==> config.mk <==
export PLATFORM = sky130hd
export DESIGN_NAME = regfile_wb_queue_flat
export DESIGN_NICKNAME = d
export VERILOG_FILES = /design/src/rtl/regfile_wb_queue_if.sv /design/src/rtl/regfile_wb_queue.sv /design/src/flat_wrapper.sv
export SDC_FILE = /design/constraint.sdc
export NUM_CORES = 1
export LEC_CHECK = 0
export CAP_MARGIN = 30
export CORE_ASPECT_RATIO = 0.75
export CORE_MARGIN = 4
export CORE_UTILIZATION = 48
export CTS_BUF_LIST = sky130_fd_sc_hd__clkbuf_4 sky130_fd_sc_hd__clkbuf_8 sky130_fd_sc_hd__clkbuf_16
export CTS_CLUSTER_DIAMETER = 100
export DETAILED_ROUTE_END_ITERATION = 6
export PLACE_DENSITY = 0.8
export SYNTH_ARGS = -nofsm -noshare
export SYNTH_HDL_FRONTEND = slang
export SYNTH_SLANG_ARGS = --single-unit
==> constraint.sdc <==
create_clock -name clk -period 3.2 [get_ports clk]
set_input_delay 0.64 -clock clk [delete_from_list [all_inputs] [get_ports clk]]
set_output_delay 0.64 -clock clk [all_outputs]
set_load 0.01 [all_outputs]
==> src/rtl/regfile_wb_queue_if.sv <==
// Writeback request / register-file write bus shared by the producers and the
// writeback queue. The queue side uses the slave modport.
interface regfile_wb_queue_if #(
    parameter int DW = 64,
    parameter int AW = 5
) ();
    logic          req_valid;
    logic          req_ready;
    logic [AW-1:0] req_rd;
    logic [DW-1:0] req_data;
    logic          wr_en;
    logic [AW-1:0] wr_rd;
    logic [DW-1:0] wr_data;

    modport master (
        output req_valid, req_rd, req_data,
        input  req_ready, wr_en, wr_rd, wr_data
    );

    modport slave (
        input  req_valid, req_rd, req_data,
        output req_ready, wr_en, wr_rd, wr_data
    );
endinterface

==> src/rtl/regfile_wb_queue.sv <==
// Writeback FIFO in front of the register file write port; drops X31 writes.
// Optional macro WB_FWD_EN enables the combinational forwarding lookup port.
module regfile_wb_queue #(
    parameter int DEPTH = 4,
    parameter int DW    = 64,
    parameter int AW    = 5
) (
    input  logic                     clk,
    input  logic                     rst_n,
    regfile_wb_queue_if.slave        bus,
    input  logic                     wr_hold,
    output logic [$clog2(DEPTH):0]   count,
    output logic                     empty,
    output logic                     full,
    input  logic [AW-1:0]            lk_rn,
    output logic                     lk_hit,
    output logic [DW-1:0]            lk_data
);
    localparam int PW = $clog2(DEPTH);
    localparam int CW = PW + 1;
    localparam logic [AW-1:0] XZR = {AW{1'b1}};

    logic [AW-1:0] rd_mem_r   [DEPTH];
    logic [DW-1:0] data_mem_r [DEPTH];
    logic [PW-1:0] head_r;
    logic [PW-1:0] tail_r;
    logic [CW-1:0] count_r;

    logic          full_s;
    logic          empty_s;
    logic          accept_s;
    logic          push_s;
    logic          pop_s;

    assign full_s   = (count_r == CW'(DEPTH));
    assign empty_s  = (count_r == {CW{1'b0}});
    // Ready looks only at full, so a pop never frees a slot for a push in the same cycle.
    assign bus.req_ready = rst_n & ~full_s;
    assign accept_s = bus.req_valid & bus.req_ready;
    assign push_s   = accept_s & (bus.req_rd != XZR);
    assign pop_s    = ~empty_s & ~wr_hold;

    assign count = count_r;
    assign empty = empty_s;
    assign full  = full_s;

    // Queue storage: tail write on push; storage itself needs no reset.
    always_ff @(posedge clk) begin
        if (push_s && rst_n) begin
            rd_mem_r[tail_r]   <= bus.req_rd;
            data_mem_r[tail_r] <= bus.req_data;
        end else begin
            rd_mem_r[tail_r]   <= rd_mem_r[tail_r];
            data_mem_r[tail_r] <= data_mem_r[tail_r];
        end
    end

    // Pointers, occupancy and the registered register-file write stage.
    always_ff @(posedge clk) begin
        if (!rst_n) begin
            head_r      <= {PW{1'b0}};
            tail_r      <= {PW{1'b0}};
            count_r     <= {CW{1'b0}};
            bus.wr_en   <= 1'b0;
            bus.wr_rd   <= {AW{1'b0}};
            bus.wr_data <= {DW{1'b0}};
        end else begin
            if (push_s) begin
                tail_r <= tail_r + 1'b1;
            end else begin
                tail_r <= tail_r;
            end
            if (pop_s) begin
                bus.wr_en   <= 1'b1;
                bus.wr_rd   <= rd_mem_r[head_r];
                bus.wr_data <= data_mem_r[head_r];
                head_r      <= head_r + 1'b1;
            end else begin
                bus.wr_en   <= 1'b0;
                bus.wr_rd   <= bus.wr_rd;
                bus.wr_data <= bus.wr_data;
                head_r      <= head_r;
            end
            case ({push_s, pop_s})
                2'b10:   count_r <= count_r + 1'b1;
                2'b01:   count_r <= count_r - 1'b1;
                default: count_r <= count_r;
            endcase
        end
    end

`ifdef WB_FWD_EN
    // Youngest-match forwarding: scan oldest to youngest so later hits override.
    always_comb begin
        lk_hit  = 1'b0;
        lk_data = {DW{1'b0}};
        if (lk_rn == XZR) begin
            lk_hit  = 1'b0;
            lk_data = {DW{1'b0}};
        end else begin
            if (bus.wr_en && (bus.wr_rd == lk_rn)) begin
                lk_hit  = 1'b1;
                lk_data = bus.wr_data;
            end else begin
                lk_hit  = 1'b0;
                lk_data = {DW{1'b0}};
            end
            for (int i = 0; i < DEPTH; i++) begin
                if ((CW'(i) < count_r) && (rd_mem_r[head_r + PW'(i)] == lk_rn)) begin
                    lk_hit  = 1'b1;
                    lk_data = data_mem_r[head_r + PW'(i)];
                end else begin
                    lk_hit  = lk_hit;
                    lk_data = lk_data;
                end
            end
        end
    end
`else
    logic unused_lk_s;
    assign unused_lk_s = ^lk_rn;
    assign lk_hit      = 1'b0;
    assign lk_data     = {DW{1'b0}};
`endif

endmodule

==> src/flat_wrapper.sv <==
// flat-port wrapper written by rule: the top's interface ports become plain ports
module regfile_wb_queue_flat 
#(
    parameter int DEPTH = 4,
    parameter int DW    = 64,
    parameter int AW    = 5
)
  (clk, rst_n, wr_hold, count, empty, full, lk_rn, lk_hit, lk_data, bus_req_valid, bus_req_rd, bus_req_data, bus_req_ready, bus_wr_en, bus_wr_rd, bus_wr_data);
  regfile_wb_queue_if #(.DW(DW), .AW(AW)) bus_i ();
  input  logic clk;
  input  logic rst_n;
  input  logic wr_hold;
  output logic [$clog2(DEPTH):0] count;
  output logic empty;
  output logic full;
  input  logic [AW-1:0] lk_rn;
  output logic lk_hit;
  output logic [DW-1:0] lk_data;
  input wire logic [$bits(bus_i.req_valid)-1:0] bus_req_valid;
  input wire logic [$bits(bus_i.req_rd)-1:0] bus_req_rd;
  input wire logic [$bits(bus_i.req_data)-1:0] bus_req_data;
  output wire logic [$bits(bus_i.req_ready)-1:0] bus_req_ready;
  output wire logic [$bits(bus_i.wr_en)-1:0] bus_wr_en;
  output wire logic [$bits(bus_i.wr_rd)-1:0] bus_wr_rd;
  output wire logic [$bits(bus_i.wr_data)-1:0] bus_wr_data;
  assign bus_i.req_valid = bus_req_valid;
  assign bus_i.req_rd = bus_req_rd;
  assign bus_i.req_data = bus_req_data;
  assign bus_req_ready = bus_i.req_ready;
  assign bus_wr_en = bus_i.wr_en;
  assign bus_wr_rd = bus_i.wr_rd;
  assign bus_wr_data = bus_i.wr_data;
  regfile_wb_queue #(.DEPTH(DEPTH), .DW(DW), .AW(AW)) u_core (.clk(clk), .rst_n(rst_n), .bus(bus_i), .wr_hold(wr_hold), .count(count), .empty(empty), .full(full), .lk_rn(lk_rn), .lk_hit(lk_hit), .lk_data(lk_data));
endmodule
### The clock network, run 1

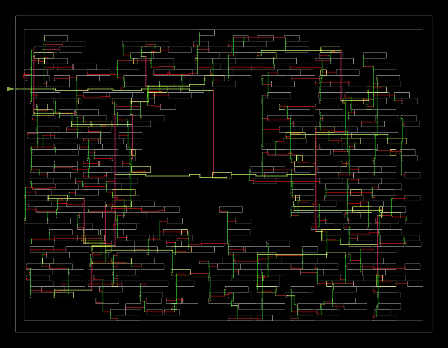
clock buffers: 53
clk ins delay skew pair: 0.51 ns
clk pwr: 3.98 mW

### Pin placement, run 1

(1.5 px per um) Pins as bars across the die edge, other pins in gray.
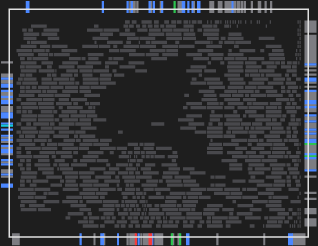
blue -> bus_req_data  # pins 64, direction input, edge 22 left, 16 right, 15 top, 11 bottom
red -> count  # pins 3, direction output, edge bottom
cyan -> rst_n  # pins 1, direction input, edge left
green -> bus_wr_rd  # pins 5, direction output, edge 2 bottom, 2 right, 1 top
all pins by edge = 77 right, 52 bottom, 48 top, 42 left
DIE WIDTH: 198 um
Port Buffers: 148
Die Y: 151 um

### Clock distribution, run 1

(3 px per um)
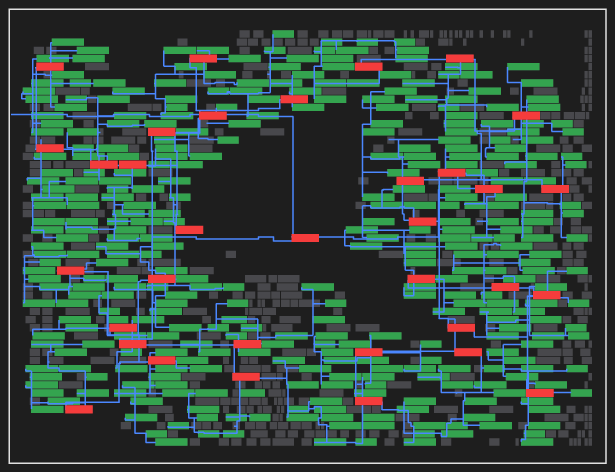
green -> flip-flops  # count 353
red -> clock drivers  # count 34
blue -> clock wires  # length 3,780 um
flops lie = all over the die
Clk network pwr share: 32.8%
Worst Clk Skew: 0.00986 ns

==> results.sh, run 1 <==
# yosys + openroad results
export IMPL_ys_sh_aoi_pct=4.84
export IMPL_wl_met2_um=12000
export IMPL_power_group_top="sequential cells"
export IMPL_yosysWarnings=0
export IMPL_top_area_cell="edfxtp_1"
export IMPL_grt_max_degree=70
export IMPL_top_register="u_core.data_mem_r"
export IMPL_seq_area_share_pct=62.0
export IMPL_ys_sh_xor_pct=0.268
export IMPL_top_cell="edfxtp_1"
export IMPL_buffers=164
export IMPL_fin_area_um2=15900
export IMPL_hold_slack_ns=0.475
export IMPL_slew_violations=0
export IMPL_hold_buffers=0
export IMPL_layout_cells_non_filler=1170
export IMPL_core_um2=26400
export IMPL_comb_share_pct=17.2
export IMPL_min_delay_start="u_core.bus.wr_data[31]$_SDFFE_PN0N_"
export IMPL_routedWlPerCell_um=21.1
export IMPL_worstPathArrival_ns=1.96
export IMPL_hold_depth=1
export IMPL_critical_path_top_delay_family="buffers and inverters"
export IMPL_hold_end="u_core.bus.wr_data[31]$_SDFFE_PN0N_"
export IMPL_final_cell_mix="276 x edfxtp_1, 148 x clkdlybuf4s50_1, 75 x dfxtp_1"
export IMPL_p_leak_nw=5.33
export IMPL_p_int_mw=9.18
export IMPL_yosys_area_um2=13100
export IMPL_status="complete, no violations"
export IMPL_top_level_ports=219
export IMPL_synthCells=633
export IMPL_max_freq_mhz=384
export IMPL_hold_viol=0
export IMPL_busiest_layer="met2"
export IMPL_hp_class="flip-flop to flip-flop"
export IMPL_startpoint="rst_n"
export IMPL_grt_pass1_vias=6430
export IMPL_fin_crit_ns=2.60
export IMPL_cts_sinks=353
export IMPL_worstPathCellList="clkdlybuf4s50_1 -> nor2b_1 -> clkdlybuf4s50_1"
export IMPL_worstPathMaxFanout=2
export IMPL_grt_pass1_wl_um=37600
export IMPL_slew_headroom_pct=56.8
export IMPL_synthTopLogicFamily="multiplexers"
export IMPL_met1_usage_pct=22.3
export IMPL_taps=344
export IMPL_globalplace_congestion=0.744
export IMPL_powerComb_mw=2.51
export IMPL_simple_gate_share_pct=1.09
export IMPL_cts_resized=0
export IMPL_nets=884
export IMPL_dp_hpwl_um=14200
export IMPL_seq_area_um2=9840
export IMPL_start_kind="primary input"
export IMPL_track_usage_pct=16.6
export IMPL_warnings=34
export IMPL_grt_remaining_overflow=0
export IMPL_timing_max_cap_violations=0
export IMPL_setup_viol_count_final=0
export IMPL_rows=51
export IMPL_peakVddDrop_mv=0.599
export IMPL_layout_cells_most_common="edfxtp_1"
export IMPL_total_power_mw=12.2
export IMPL_n_antenna_cell=0
export IMPL_top_cells_by_count="276 x edfxtp_1, 77 x dfxtp_1, 72 x buf_4"
export IMPL_clock_area_share_pct=7.15
export IMPL_largest_class="flip-flops and latches"
export IMPL_synth_edff_count=276
export IMPL_num_fill_cells=1879
export IMPL_synthAdderAreaFrac_pct=0.633
export IMPL_async_reset_ff_share_pct=0
export IMPL_gr_usage_met2_pct=27.3
export IMPL_ys_seq_share_pct=75.3
export IMPL_cpMostUsedCell="clkdlybuf4s50_1"
export IMPL_comb_cells=240
export IMPL_htree_levels=2
export IMPL_top_regs="u_core.data_mem_r x256, u_core.bus.wr_data x64, u_core.rd_mem_r x20"
export IMPL_slowest_delay_ns=0.58
export IMPL_buf_share_pct=10.8
export IMPL_fin_crit_sh_pct=81.4
export IMPL_largest_reg_flops=256
==> inputs of run 2 (changes only) <==
CORE_UTILIZATION = 53   (was 48)
PLACE_DENSITY = 0.84   (was 0.8)
clock period = 2.5 ns   (was 3.2 ns; I/O delays follow)
### Pin placement, run 2

(1.5 px per um) Pins as bars across the die edge, other pins in gray.
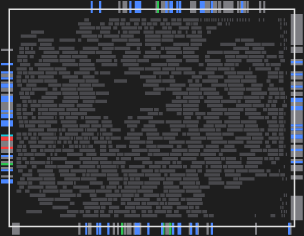
blue -> bus_req_data  # pins 64, direction input, edge 18 left, 17 top, 16 bottom, 13 right
green -> bus_wr_rd  # pins 5, direction output, edge 3 bottom, 1 left, 1 top
red -> count  # pins 3, direction output, edge left
cyan -> rst_n  # pins 1, direction input, edge left
DIE WIDTH: 189 um
Die Y: 144 um

### Placement by cell class, run 2

(2 px per um) Fill, decap, tap and diode cells in gray.
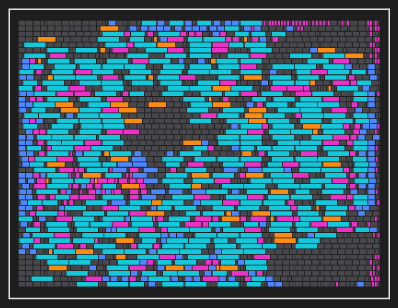
blue -> remaining buffers and delay cells  # cells 176
orange -> clock drivers and dummy loads  # cells 61
magenta -> combinational and other logic  # cells 247
cyan -> sequential cells  # cells 353
flop share of the area: 61.5%
post-layout util: 66.4%
final instance area: 16,000 um^2
Rows: 49

==> run 2 against run 1 <==
Compared with the run above: total power increased by 28%; non-clock buffer count increased by 12; synthesized cell count stayed put; synthesized area did not move; core utilization increased by 6.2 points; combinational power up 31%.
==> results.sh, run 2 <==
# yosys + openroad results
export IMPL_min_delay_start="u_core.bus.wr_data[54]$_SDFFE_PN0N_"
export IMPL_critical_path_top_delay_family="buffers and inverters"
export IMPL_layout_cells_non_filler=1169
export IMPL_top_regs="u_core.data_mem_r x256, u_core.bus.wr_data x64, u_core.rd_mem_r x20"
export IMPL_worstPathMaxFanout=5
export IMPL_comb_cells=240
export IMPL_routedWlPerCell_um=21.2
export IMPL_p_leak_nw=5.40
export IMPL_top_cell="edfxtp_1"
export IMPL_p_int_mw=11.8
export IMPL_htree_levels=2
export IMPL_yosysWarnings=0
export IMPL_hp_class="flip-flop to flip-flop"
export IMPL_taps=331
export IMPL_timing_max_cap_violations=0
export IMPL_top_level_ports=219
export IMPL_io_buffer_count=148
export IMPL_num_fill_cells=1562
export IMPL_top_area_cell="edfxtp_1"
export IMPL_dp_hpwl_um=15300
export IMPL_worstPathArrival_ns=1.90
export IMPL_fin_crit_sh_pct=95.8
export IMPL_clkPwrFrac_pct=32.1
export IMPL_clk_latency_ns=0.49
export IMPL_wl_met2_um=12000
export IMPL_n_antenna_cell=1
export IMPL_grt_remaining_overflow=0
export IMPL_comb_share_pct=17.1
export IMPL_busiest_layer="met2"
export IMPL_grt_pass1_wl_um=38300
export IMPL_grt_pass1_vias=6573
export IMPL_buf_share_pct=11.7
export IMPL_nClkBuffers=49
export IMPL_globalplace_congestion=0.744
export IMPL_setup_viol_count_final=0
export IMPL_hold_end="u_core.bus.wr_data[54]$_SDFFE_PN0N_"
export IMPL_total_power_mw=15.6
export IMPL_synthTopLogicFamily="multiplexers"
export IMPL_powerClk_mw=5.01
export IMPL_track_usage_pct=18.4
export IMPL_status="complete, no violations"
export IMPL_fin_crit_ns=2.40
export IMPL_cts_resized=1
export IMPL_synthAdderAreaFrac_pct=0.633
export IMPL_hold_buffers=0
export IMPL_worstPathCellList="nor3b_2 -> nor2b_2 -> buf_4 -> clkdlybuf4s50_1"
export IMPL_synth_edff_count=276
export IMPL_cts_sinks=353
export IMPL_ys_sh_xor_pct=0.268
export IMPL_buffers=176
export IMPL_met1_usage_pct=26.1
export IMPL_start_kind="flip-flop"
export IMPL_simple_gate_share_pct=1.09
export IMPL_peakVddDrop_mv=0.612
export IMPL_powerComb_mw=3.28
export IMPL_final_cell_mix="276 x edfxtp_1, 148 x clkdlybuf4s50_1, 73 x dfxtp_1"
export IMPL_skew_ns=0.0117
export IMPL_max_freq_mhz=417
No activity file was given, so power comes from the tool's default toggle rates.
